### config.mk
export PLATFORM = sky130hd
export DESIGN_NAME = regfile_we_decoder_flat
export DESIGN_NICKNAME = d
export VERILOG_FILES = /design/src/rtl/regfile_pkg.sv /design/src/rtl/regfile_we_decoder_if.sv /design/src/rtl/regfile_we_decoder_onehot_dec.sv /design/src/rtl/regfile_we_decoder.sv /design/src/flat_wrapper.sv
export SDC_FILE = /design/constraint.sdc
export NUM_CORES = 1
export LEC_CHECK = 0
export CAP_MARGIN = 40
export CORE_UTILIZATION = 46
export CTS_CLUSTER_SIZE = 30
export DETAILED_ROUTE_END_ITERATION = 8
export GPL_TIMING_DRIVEN = 0
export HOLD_SLACK_MARGIN = 0.03
export PLACE_DENSITY = 0.8
export SLEW_MARGIN = 20
export SYNTH_ARGS = -nofsm -noshare
export SYNTH_HDL_FRONTEND = slang
export SYNTH_SLANG_ARGS = --single-unit
### constraint.sdc
create_clock -name clk -period 0.8 [get_ports clk]
set_clock_uncertainty 0.05 [all_clocks]
set_input_delay 0.16 -clock clk [delete_from_list [all_inputs] [get_ports clk]]
set_output_delay 0.16 -clock clk [all_outputs]
set_load 0.01 [all_outputs]
### src/rtl/regfile_pkg.sv
// Shared definitions for the register-file write path: default geometry and
// a reference one-hot helper for the default register count.
package regfile_pkg;

    localparam int REG_ADDR_W = 5;
    localparam int REG_DEPTH  = 32;
    localparam int REG_ZERO   = 0;

    function automatic logic [REG_DEPTH-1:0] onehot(input logic [REG_ADDR_W-1:0] addr);
        return {{(REG_DEPTH-1){1'b0}}, 1'b1} << addr;
    endfunction

endpackage

### src/rtl/regfile_we_decoder_if.sv
// Request/response bundle between the issue logic and the write-enable decoder.
interface regfile_we_decoder_if
    import regfile_pkg::*;
#(
    parameter int ADDR_W    = REG_ADDR_W,
    parameter int DEPTH     = REG_DEPTH,
    parameter int NUM_PORTS = 2
);
    logic                          en;
    logic [NUM_PORTS-1:0]          wr_valid;
    logic [NUM_PORTS*ADDR_W-1:0]   wr_addr;
    logic                          rsv_valid;
    logic [ADDR_W-1:0]             rsv_addr;
    logic [NUM_PORTS*DEPTH-1:0]    we_out;
    logic [DEPTH-1:0]              we_all;
    logic                          conflict;
    logic                          range_err;
    logic [DEPTH-1:0]              busy;

    modport master (
        output en, wr_valid, wr_addr, rsv_valid, rsv_addr,
        input  we_out, we_all, conflict, range_err, busy
    );

    modport slave (
        input  en, wr_valid, wr_addr, rsv_valid, rsv_addr,
        output we_out, we_all, conflict, range_err, busy
    );
endinterface

### src/rtl/regfile_we_decoder_onehot_dec.sv
// Combinational single-port decode: address plus qualifying request to a
// DEPTH-bit one-hot vector (all zeros when req is low).
module we_onehot_dec #(
    parameter int ADDR_W = 5,
    parameter int DEPTH  = 32
) (
    input  logic [ADDR_W-1:0] addr,
    input  logic              req,
    output logic [DEPTH-1:0]  oh
);
    always_comb begin
        oh = '0;
        for (int i = 0; i < DEPTH; i++) begin
            oh[i] = req && (addr == ADDR_W'(i));
        end
    end
endmodule

### src/rtl/regfile_we_decoder.sv
// Registered multi-port write-enable decoder with youngest-wins collision
// masking, range flagging, optional register-0 lock and a busy scoreboard.
module regfile_we_decoder
    import regfile_pkg::*;
#(
    parameter int ADDR_W    = REG_ADDR_W,
    parameter int DEPTH     = REG_DEPTH,
    parameter int NUM_PORTS = 2,
    parameter int ZERO_LOCK = 1
) (
    input logic                 clk,
    input logic                 rst_n,
    regfile_we_decoder_if.slave bus
);
    logic [ADDR_W-1:0]          addr [NUM_PORTS];
    logic [DEPTH-1:0]           raw [NUM_PORTS];
    logic [DEPTH-1:0]           masked [NUM_PORTS];
    logic [NUM_PORTS-1:0]       req;
    logic [NUM_PORTS-1:0]       bad;
    logic [NUM_PORTS*DEPTH-1:0] we_c;
    logic [DEPTH-1:0]           we_all_c;
    logic [DEPTH-1:0]           set_c;
    logic                       conflict_c;
    logic                       range_err_c;
    logic                       rsv_req;

    logic [NUM_PORTS*DEPTH-1:0] we_p1;
    logic [DEPTH-1:0]           we_all_p1;
    logic [DEPTH-1:0]           busy_p1;
    logic                       conflict_p1;
    logic                       range_err_p1;

    // One extra bit so DEPTH == 2**ADDR_W still compares correctly.
    function automatic logic in_range(input logic [ADDR_W-1:0] a);
        return {1'b0, a} < (ADDR_W+1)'(DEPTH);
    endfunction

    function automatic logic is_locked(input logic [ADDR_W-1:0] a);
        return (ZERO_LOCK != 0) && (a == ADDR_W'(REG_ZERO));
    endfunction

    for (genvar p = 0; p < NUM_PORTS; p++) begin : g_port
        assign addr[p] = bus.wr_addr[p*ADDR_W +: ADDR_W];
        assign req[p]  = bus.en && bus.wr_valid[p] && in_range(addr[p]) && !is_locked(addr[p]);
        assign bad[p]  = bus.en && bus.wr_valid[p] && !in_range(addr[p]);

        we_onehot_dec #(.ADDR_W(ADDR_W), .DEPTH(DEPTH)) u_dec (
            .addr (addr[p]),
            .req  (req[p]),
            .oh   (raw[p])
        );
    end

    // An older port loses its enable to any younger port hitting the same register.
    always_comb begin
        conflict_c = 1'b0;
        we_all_c   = '0;
        we_c       = '0;
        for (int p = 0; p < NUM_PORTS; p++) begin
            masked[p] = raw[p];
        end
        for (int p = 0; p < NUM_PORTS; p++) begin
            for (int q = p + 1; q < NUM_PORTS; q++) begin
                if (req[p] && req[q] && (addr[p] == addr[q])) begin
                    masked[p]  = '0;
                    conflict_c = 1'b1;
                end
            end
        end
        for (int p = 0; p < NUM_PORTS; p++) begin
            we_c[p*DEPTH +: DEPTH] = masked[p];
            we_all_c               = we_all_c | masked[p];
        end
    end

    assign range_err_c = |bad;
    assign rsv_req     = bus.rsv_valid && in_range(bus.rsv_addr) && !is_locked(bus.rsv_addr);

    we_onehot_dec #(.ADDR_W(ADDR_W), .DEPTH(DEPTH)) u_rsv_dec (
        .addr (bus.rsv_addr),
        .req  (rsv_req),
        .oh   (set_c)
    );

    // ---- stage p1: registered enables, flags and scoreboard ----
    always_ff @(posedge clk or negedge rst_n) begin
        if (!rst_n) begin
            we_p1        <= '0;
            we_all_p1    <= '0;
            conflict_p1  <= 1'b0;
            range_err_p1 <= 1'b0;
            busy_p1      <= '0;
        end else begin
            we_p1        <= we_c;
            we_all_p1    <= we_all_c;
            conflict_p1  <= conflict_c;
            range_err_p1 <= range_err_c;
            busy_p1      <= (busy_p1 & ~we_all_p1) | set_c;
        end
    end

    assign bus.we_out    = we_p1;
    assign bus.we_all    = we_all_p1;
    assign bus.conflict  = conflict_p1;
    assign bus.range_err = range_err_p1;
    assign bus.busy      = busy_p1;
endmodule
### src/flat_wrapper.sv
// flat-port wrapper written by rule: the top's interface ports become plain ports
module regfile_we_decoder_flat import regfile_pkg::*;
#(
    parameter int ADDR_W    = REG_ADDR_W,
    parameter int DEPTH     = REG_DEPTH,
    parameter int NUM_PORTS = 2,
    parameter int ZERO_LOCK = 1
)
  (clk, rst_n, bus_en, bus_wr_valid, bus_wr_addr, bus_rsv_valid, bus_rsv_addr, bus_we_out, bus_we_all, bus_conflict, bus_range_err, bus_busy);
  regfile_we_decoder_if #(.ADDR_W(ADDR_W), .DEPTH(DEPTH), .NUM_PORTS(NUM_PORTS)) bus_i ();
  input logic clk;
  input logic rst_n;
  input wire logic [$bits(bus_i.en)-1:0] bus_en;
  input wire logic [$bits(bus_i.wr_valid)-1:0] bus_wr_valid;
  input wire logic [$bits(bus_i.wr_addr)-1:0] bus_wr_addr;
  input wire logic [$bits(bus_i.rsv_valid)-1:0] bus_rsv_valid;
  input wire logic [$bits(bus_i.rsv_addr)-1:0] bus_rsv_addr;
  output wire logic [$bits(bus_i.we_out)-1:0] bus_we_out;
  output wire logic [$bits(bus_i.we_all)-1:0] bus_we_all;
  output wire logic [$bits(bus_i.conflict)-1:0] bus_conflict;
  output wire logic [$bits(bus_i.range_err)-1:0] bus_range_err;
  output wire logic [$bits(bus_i.busy)-1:0] bus_busy;
  assign bus_i.en = bus_en;
  assign bus_i.wr_valid = bus_wr_valid;
  assign bus_i.wr_addr = bus_wr_addr;
  assign bus_i.rsv_valid = bus_rsv_valid;
  assign bus_i.rsv_addr = bus_rsv_addr;
  assign bus_we_out = bus_i.we_out;
  assign bus_we_all = bus_i.we_all;
  assign bus_conflict = bus_i.conflict;
  assign bus_range_err = bus_i.range_err;
  assign bus_busy = bus_i.busy;
  regfile_we_decoder #(.ADDR_W(ADDR_W), .DEPTH(DEPTH), .NUM_PORTS(NUM_PORTS), .ZERO_LOCK(ZERO_LOCK)) u_core (.clk(clk), .rst_n(rst_n), .bus(bus_i));
endmodule
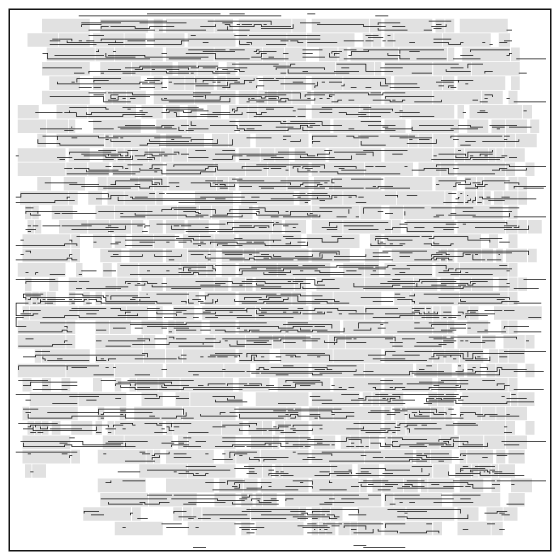
Figure 1: M1 wires.
The wires run mostly horizontal. The layer carries 6970 um of wire. The layer holds 36% of the routed length.
met1 capacity usage during global routing: 0.423
vias post-DR: 4487
Total Wirelength: 19300 um

==> writeup.txt <==
The floorplan has 36 rows. With the switching power at 5.25 mW, the number of buffers added to fix hold violations after cts is 1. The class occupying the most area after layout is reported as registers.

The fraction of synthesized cell area in xor and xnor cells came out at 0.00947. With the total global-route track usage at 0.346, the number of buffers inserted during clock tree synthesis is 17. The final period demand of the worst path was 1.35 ns. The die extent in x is 102 um, and the total congestion overflow is 0. Clock-pin slew was measured on the worst setup and hold paths at 0.07 ns. Per the final timing report, the hold violations number 129. The count of nets left with antenna violations once routing finished came out at 0.

Yosys instantiated no cell more often than sky130_fd_sc_hd__dfrtp_1. The run gives -87.80 ns for the setup TNS. The effective utilization at floorplan is 0.473. The root buffer cell chosen for the clock tree is sky130_fd_sc_hd__clkbuf_8. Per the finish-stage timing summary, setup violations number 212. The number of warnings reported in the yosys synthesis log is 0. Latest clock arrival within the worst-skew pair: 0.54 ns. The number of violations reported at the end of detailed-routing iteration 0 is 343. The final clock period utilization by the worst path came out at 1.68. The post-synthesis compound-gate area fraction was 0.0996. The count of inverters other than clock inverters in the layout came out at 32. The worst min-delay path class is in2async.

The tools report the endpoint arrival time on the critical path as 1.14 ns. Setup repair after global routing could not meet its margin everywhere. Sorting the synthesized cells by area gives the leading types as sky130_fd_sc_hd__dfrtp_1 70%, sky130_fd_sc_hd__o32ai_1 5.3%, sky130_fd_sc_hd__o22ai_1 4.3%. With the placer's final routability congestion estimate at 0.887, the tally of non-filler cells in the final layout is 749. The number of antenna violations at the first check in global routing was 0; the flip-flop count of the largest register, all copies and words added was 64. In the setup report, the worst path falls into the class reg2out. The clock net sink count is 129, and the count of fill cells added during filler insertion is 456.

The area of the chip came out at 10500 sq um. The power group with the highest consumption was clock. Per the layout report, the design carries 233 non-clock buffers. Looking at the VDD voltage map, the peak drop is 1640 uV. The relative slew slack came out at 0.330. The kind of cell with the highest combined delay on the critical path was flip-flops. The tools report the number of inserted diodes as 0. Per the detail_route log, the uppermost layer with routed signals is met4. With the share of the final layout cell area in sequential cells at 0.389, the number of maximum-capacitance violations is 0.

The post-layout worst setup margin is -0.546 ns, and the fraction of power spent switching nets is 0.288. The sequential-to-total area share from yosys stat is 0.698, and the wire length of the first global-routing pass is 25600 um. The checks that failed: hold timing, setup timing.

The flow reported a cell area power density of 2200 nW/um^2. The run finished, with violations left. For this run the detailed placement stage logged an HPWL of 9350 um. The global router reports that the layer with the highest usage is met2. The first TritonRoute pass finished after 5 iterations.

The number of multi-input combinational cells in the layout is 190. For reference, the critical path is launched at u_core.bus.we_all[22]. The area fraction in full adders, half adders and majority gates is 0. In this run the static leakage power is 3.91 nW. The proportion of register bits with asynchronous set or reset after synthesis came out at 1.00. Ranked by instance count, the synthesized netlist is headed by 129 x sky130_fd_sc_hd__dfrtp_1, 38 x sky130_fd_sc_hd__nor2_1, 32 x sky130_fd_sc_hd__inv_1, 32 x sky130_fd_sc_hd__o22ai_1, 29 x sky130_fd_sc_hd__nor3_1. The run gives 375 as the count of mapped cells out of synthesis.

The run gives -0.521 ns as the worst hold slack after final layout. Power attributed to combinational cells is 3.16 mW. Of the combinational cells, the family taking the most area is simple AND/OR/NAND/NOR gates. Leading register cell type out of synthesis: sky130_fd_sc_hd__dfrtp_1. A synthesized cell averages 12.3 sq um. The total number of cells along the worst setup path is 1.
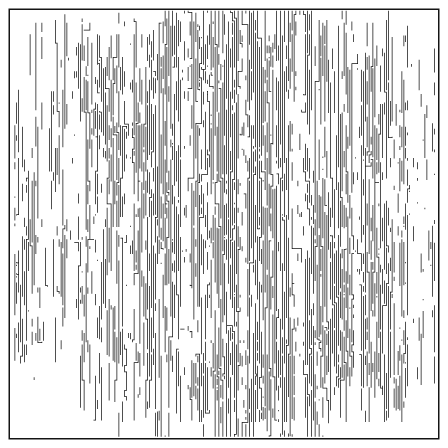
Figure 2: met2 routing.
595 nets have wire on it. The wires run mostly vertical. The layer holds 49% of the routed length. The longest straight run is 51.2 um.
met2 demand-to-capacity share in global routing: 0.553

Power is estimated from default activity; no workload was simulated.
